--- src/rtl/traffic_light_controller.sv ---
// traffic_light_controller: highway/farm/pedestrian intersection sequencer driving the seconds timer strobe
module traffic_light_controller (
  input  logic       clk,
  input  logic       reset,
  input  logic       car,
  input  logic       ped_req,
  input  logic       ts,
  input  logic       tl,
  output logic       st,
  output logic [1:0] hwy_light,
  output logic [1:0] farm_light,
  output logic       walk,
  output logic       ped_wait
);
  localparam logic [1:0] GREEN  = 2'b00;
  localparam logic [1:0] YELLOW = 2'b01;
  localparam logic [1:0] RED    = 2'b10;
  typedef enum logic [2:0] {HG, HY, FG, FY, PW} state_t;
  state_t state_q, state_d;
  logic car_m_q, car_s_q, ped_m_q, ped_s_q, ped_p_q;
  logic pend_q, pend_d, st_q, walk_q, walk_d;
  logic [1:0] blank_q, blank_d, hwy_q, hwy_d, farm_q, farm_d;
  logic ts_ok, tl_ok, ped_rise, trans;
  // timeout levels are masked while the timer is still clearing after a strobe
  assign ts_ok    = ts & ~|blank_q;
  assign tl_ok    = tl & ~|blank_q;
  assign ped_rise = ped_s_q & ~ped_p_q;
  assign trans    = state_d != state_q;
  always_ff @(posedge clk or posedge reset) begin
    if (reset) begin
      state_q <= HG;
      car_m_q <= 1'b0;
      car_s_q <= 1'b0;
      ped_m_q <= 1'b0;
      ped_s_q <= 1'b0;
      ped_p_q <= 1'b0;
      pend_q  <= 1'b0;
      blank_q <= 2'd0;
      st_q    <= 1'b0;
      hwy_q   <= GREEN;
      farm_q  <= RED;
      walk_q  <= 1'b0;
    end else begin
      state_q <= state_d;
      car_m_q <= car;
      car_s_q <= car_m_q;
      ped_m_q <= ped_req;
      ped_s_q <= ped_m_q;
      ped_p_q <= ped_s_q;
      pend_q  <= pend_d;
      blank_q <= blank_d;
      st_q    <= trans;
      hwy_q   <= hwy_d;
      farm_q  <= farm_d;
      walk_q  <= walk_d;
    end
  end
  always_comb begin
    state_d = state_q;
    case (state_q)
      HG:      if (tl_ok & (car_s_q | pend_q)) state_d = HY;
      HY:      if (ts_ok) state_d = pend_q ? PW : FG;
      FG:      if (tl_ok | ~car_s_q) state_d = FY;
      FY:      if (ts_ok) state_d = HG;
      PW:      if (ts_ok) state_d = car_s_q ? FG : HG;
      default: state_d = HG;
    endcase
  end
  // a new press on the PW-entry edge wins over the clear
  always_comb begin
    pend_d  = ped_rise | (pend_q & ~(trans & (state_d == PW)));
    blank_d = trans ? 2'd2 : blank_q - {1'b0, |blank_q};
    hwy_d   = (state_d == HG) ? GREEN : (state_d == HY) ? YELLOW : RED;
    farm_d  = (state_d == FG) ? GREEN : (state_d == FY) ? YELLOW : RED;
    walk_d  = state_d == PW;
  end
  assign st         = st_q;
  assign hwy_light  = hwy_q;
  assign farm_light = farm_q;
  assign walk       = walk_q;
  assign ped_wait   = pend_q;
endmodule

--- config.mk ---
export PLATFORM = sky130hd
export DESIGN_NAME = traffic_light_controller
export DESIGN_NICKNAME = d
export VERILOG_FILES = /design/src/rtl/traffic_light_controller.sv
export SDC_FILE = /design/constraint.sdc
export NUM_CORES = 1
export LEC_CHECK = 0
export ABC_AREA = 1
export ABC_CLOCK_PERIOD_IN_PS = 1500
export CAP_MARGIN = 30
export CORE_UTILIZATION = 48
export DETAILED_ROUTE_END_ITERATION = 8
export GPL_TIMING_DRIVEN = 0
export PLACE_DENSITY = 0.73
export SLEW_MARGIN = 30
export SYNTH_ARGS = -nofsm -noshare
export SYNTH_HDL_FRONTEND = slang
export SYNTH_SLANG_ARGS = --single-unit
--- constraint.sdc ---
create_clock -name clk -period 1.5 [get_ports clk]
set_clock_uncertainty 0.1 [all_clocks]
set_input_delay 0.3 -clock clk [delete_from_list [all_inputs] [get_ports clk]]
set_output_delay 0.3 -clock clk [all_outputs]
set_load 0.005 [all_outputs]
### Port wiring

Bar = 10 um.
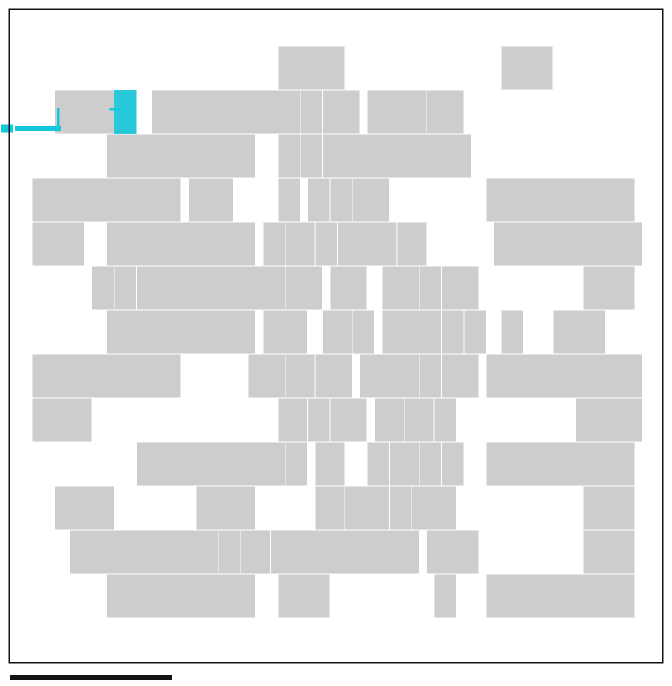
color	port	bits	direction	end cells	wire
cyan	reset	1	input	1	4.40 um

### Cell classes on the final placement

Fill, decap, tap and diode cells in gray.
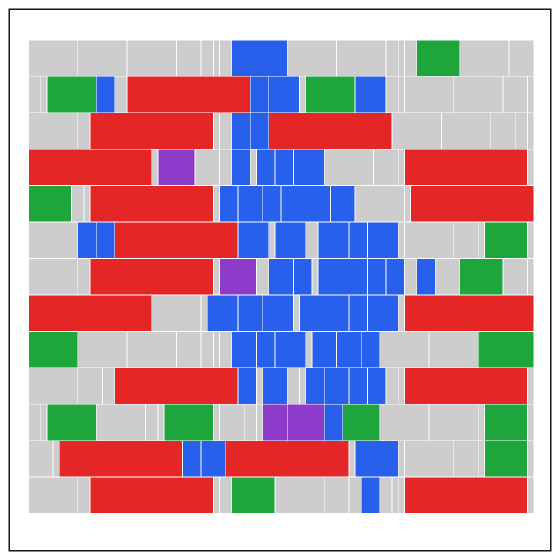
color	class	cells
purple	clock drivers and dummy loads	4
red	flip-flops	17
blue	all other logic	52
green	other buffers and delay cells	14

### Placed standard cells

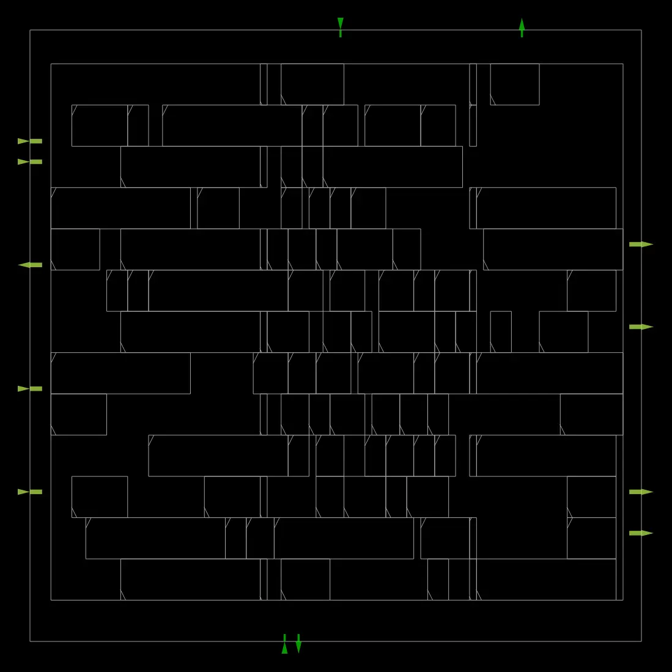
number of tap cells inserted: 15
Final Non-Filler Cells: 102

### Supply network

Bar = 10 um. Pins as bars on the die edge. Tap cells in gray.
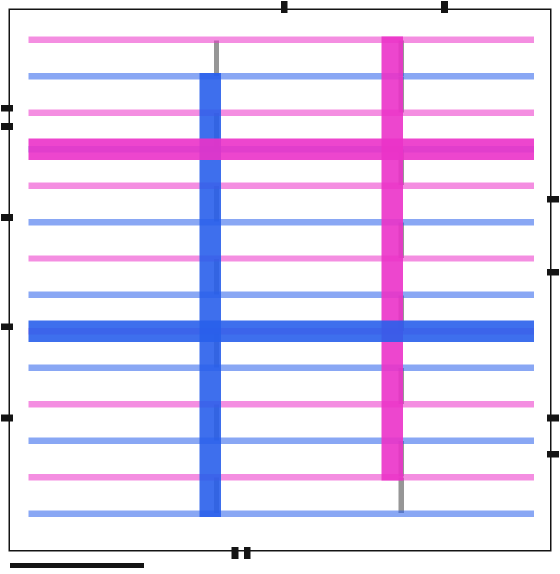
color	net
blue	VSS
magenta	VDD
met4 straps	2
met5 straps	2

==> report_table.html <==
<h2>Implementation results</h2>
<table>
<tr><th>Metric</th><th>Value</th></tr>
<tr><th colspan="2">Run status</th></tr>
<tr><td>Status</td><td>completed</td></tr>
<tr><th colspan="2">Setup path</th></tr>
<tr><td>Crit-path leading delay family</td><td>flip-flops</td></tr>
<tr><td>Depth of the most critical reg-to-reg path</td><td>7</td></tr>
<tr><td>Critical path peak fanout</td><td>1</td></tr>
<tr><td>Cell chain of the critical path</td><td>dlygate4sd2_1</td></tr>
<tr><td>Worst EP required</td><td>1100 ps</td></tr>
<tr><td>Arrival @ worst endpoint</td><td>1030 ps</td></tr>
<tr><th colspan="2">STA</th></tr>
<tr><td>Slew @ Worst Pin</td><td>approximately 600 ps</td></tr>
<tr><td>Final period utilization</td><td>95.0%</td></tr>
<tr><td>Top achievable clock speed</td><td>0.702 GHz</td></tr>
<tr><th colspan="2">Final layout</th></tr>
<tr><td>Most flop-heavy register</td><td>state_q</td></tr>
<tr><td>Filler cells</td><td>102</td></tr>
<tr><td>Max FFs per register</td><td>3</td></tr>
<tr><td>Diodes inserted</td><td>0</td></tr>
<tr><td>Largest cell class by area</td><td>registers</td></tr>
<tr><td>Leading cell type in the layout, fill and taps excluded</td><td>dfrtp_1</td></tr>
<tr><td>Layout clock buffer count</td><td>3</td></tr>
<tr><th colspan="2">Route</th></tr>
<tr><td>TritonRoute pass-1 iters</td><td>4</td></tr>
<tr><td>Post-detailed-route via-to-cell ratio</td><td>4.98</td></tr>
<tr><td>Count of nets left with antenna violations after detail routing</td><td>0</td></tr>
<tr><th colspan="2">Run</th></tr>
<tr><td>Number of violations of the max-capacitance limit</td><td>0</td></tr>
<tr><th colspan="2">Synthesis</th></tr>
<tr><td>Post-synthesis register bit count</td><td>17</td></tr>
<tr><td>Post-synthesis cell type count</td><td>18</td></tr>
<tr><td>Top-count cell post-synth</td><td>dfrtp_1</td></tr>
<tr><td>Syn Inst Count</td><td>70</td></tr>
<tr><td>Post-synth seq share</td><td>60.6%</td></tr>
<tr><td>Most frequent cells after synthesis</td><td>dfrtp_1, nand2_1, inv_1</td></tr>
<tr><th colspan="2">CTS</th></tr>
<tr><td>Clock transition at the registers of the reported paths</td><td>90 ps</td></tr>
<tr><td>Max H-tree Level</td><td>1</td></tr>
<tr><th colspan="2">Global route</th></tr>
<tr><td>Global-route wire length before repair</td><td>1.88 mm</td></tr>
<tr><td>Number of antenna violations at the first check in global routing</td><td>0</td></tr>
<tr><td>GR Util met3</td><td>under 10%</td></tr>
<tr><th colspan="2">Hold path</th></tr>
<tr><td>Critical hold path startpoint</td><td>car_m_q</td></tr>
<tr><th colspan="2">Floorplan</th></tr>
<tr><td>Die outline area</td><td>between 1500 and 2000 um2</td></tr>
<tr><td>Die extent in x</td><td>40.3 um</td></tr>
<tr><td>Number of rows created at floorplan</td><td>13</td></tr>
<tr><th colspan="2">Placed design</th></tr>
<tr><td>Half-perimeter wire length after detailed placement</td><td>870 um</td></tr>
<tr><th colspan="2">Pwr</th></tr>
<tr><td>Largest vdd supply drop</td><td>1.10 mV</td></tr>
</table>
## through the flow
stage / setup TNS, ps / utilization [%] / cell area (um2) / power [uW] / setup slack, ps
floorplan: 0 / - / 704 / 1260 / 247
global placement: -374 / 63.2 / 843 / 1520 / -96.7
detailed placement: -428 / 63.2 / 843 / 1550 / -97.1
CTS: 0 / 65.2 / 870 / 1750 / 60.1
global route: 0 / 65.2 / 870 / 1890 / 2.95
finish: 0 / 65.2 / 870 / 1730 / 74.9
## power by group
group	switching (uW)	internal, uW	total (uW)
clock network	137	99.1	236
registers	87.0	623	710
logic	460	324	784
## kinds of logic (layout without fill, tap and decap cells)
logic type      after synthesis  count (layout)  share of synthesized area (%)
flops                        17              17                           60.6
compound gates                7               7                           5.86
simple gates                 35              35                           26.6
buf+inv                      11              28                           6.93
No activity file was given, so power comes from the tool's default toggle rates.
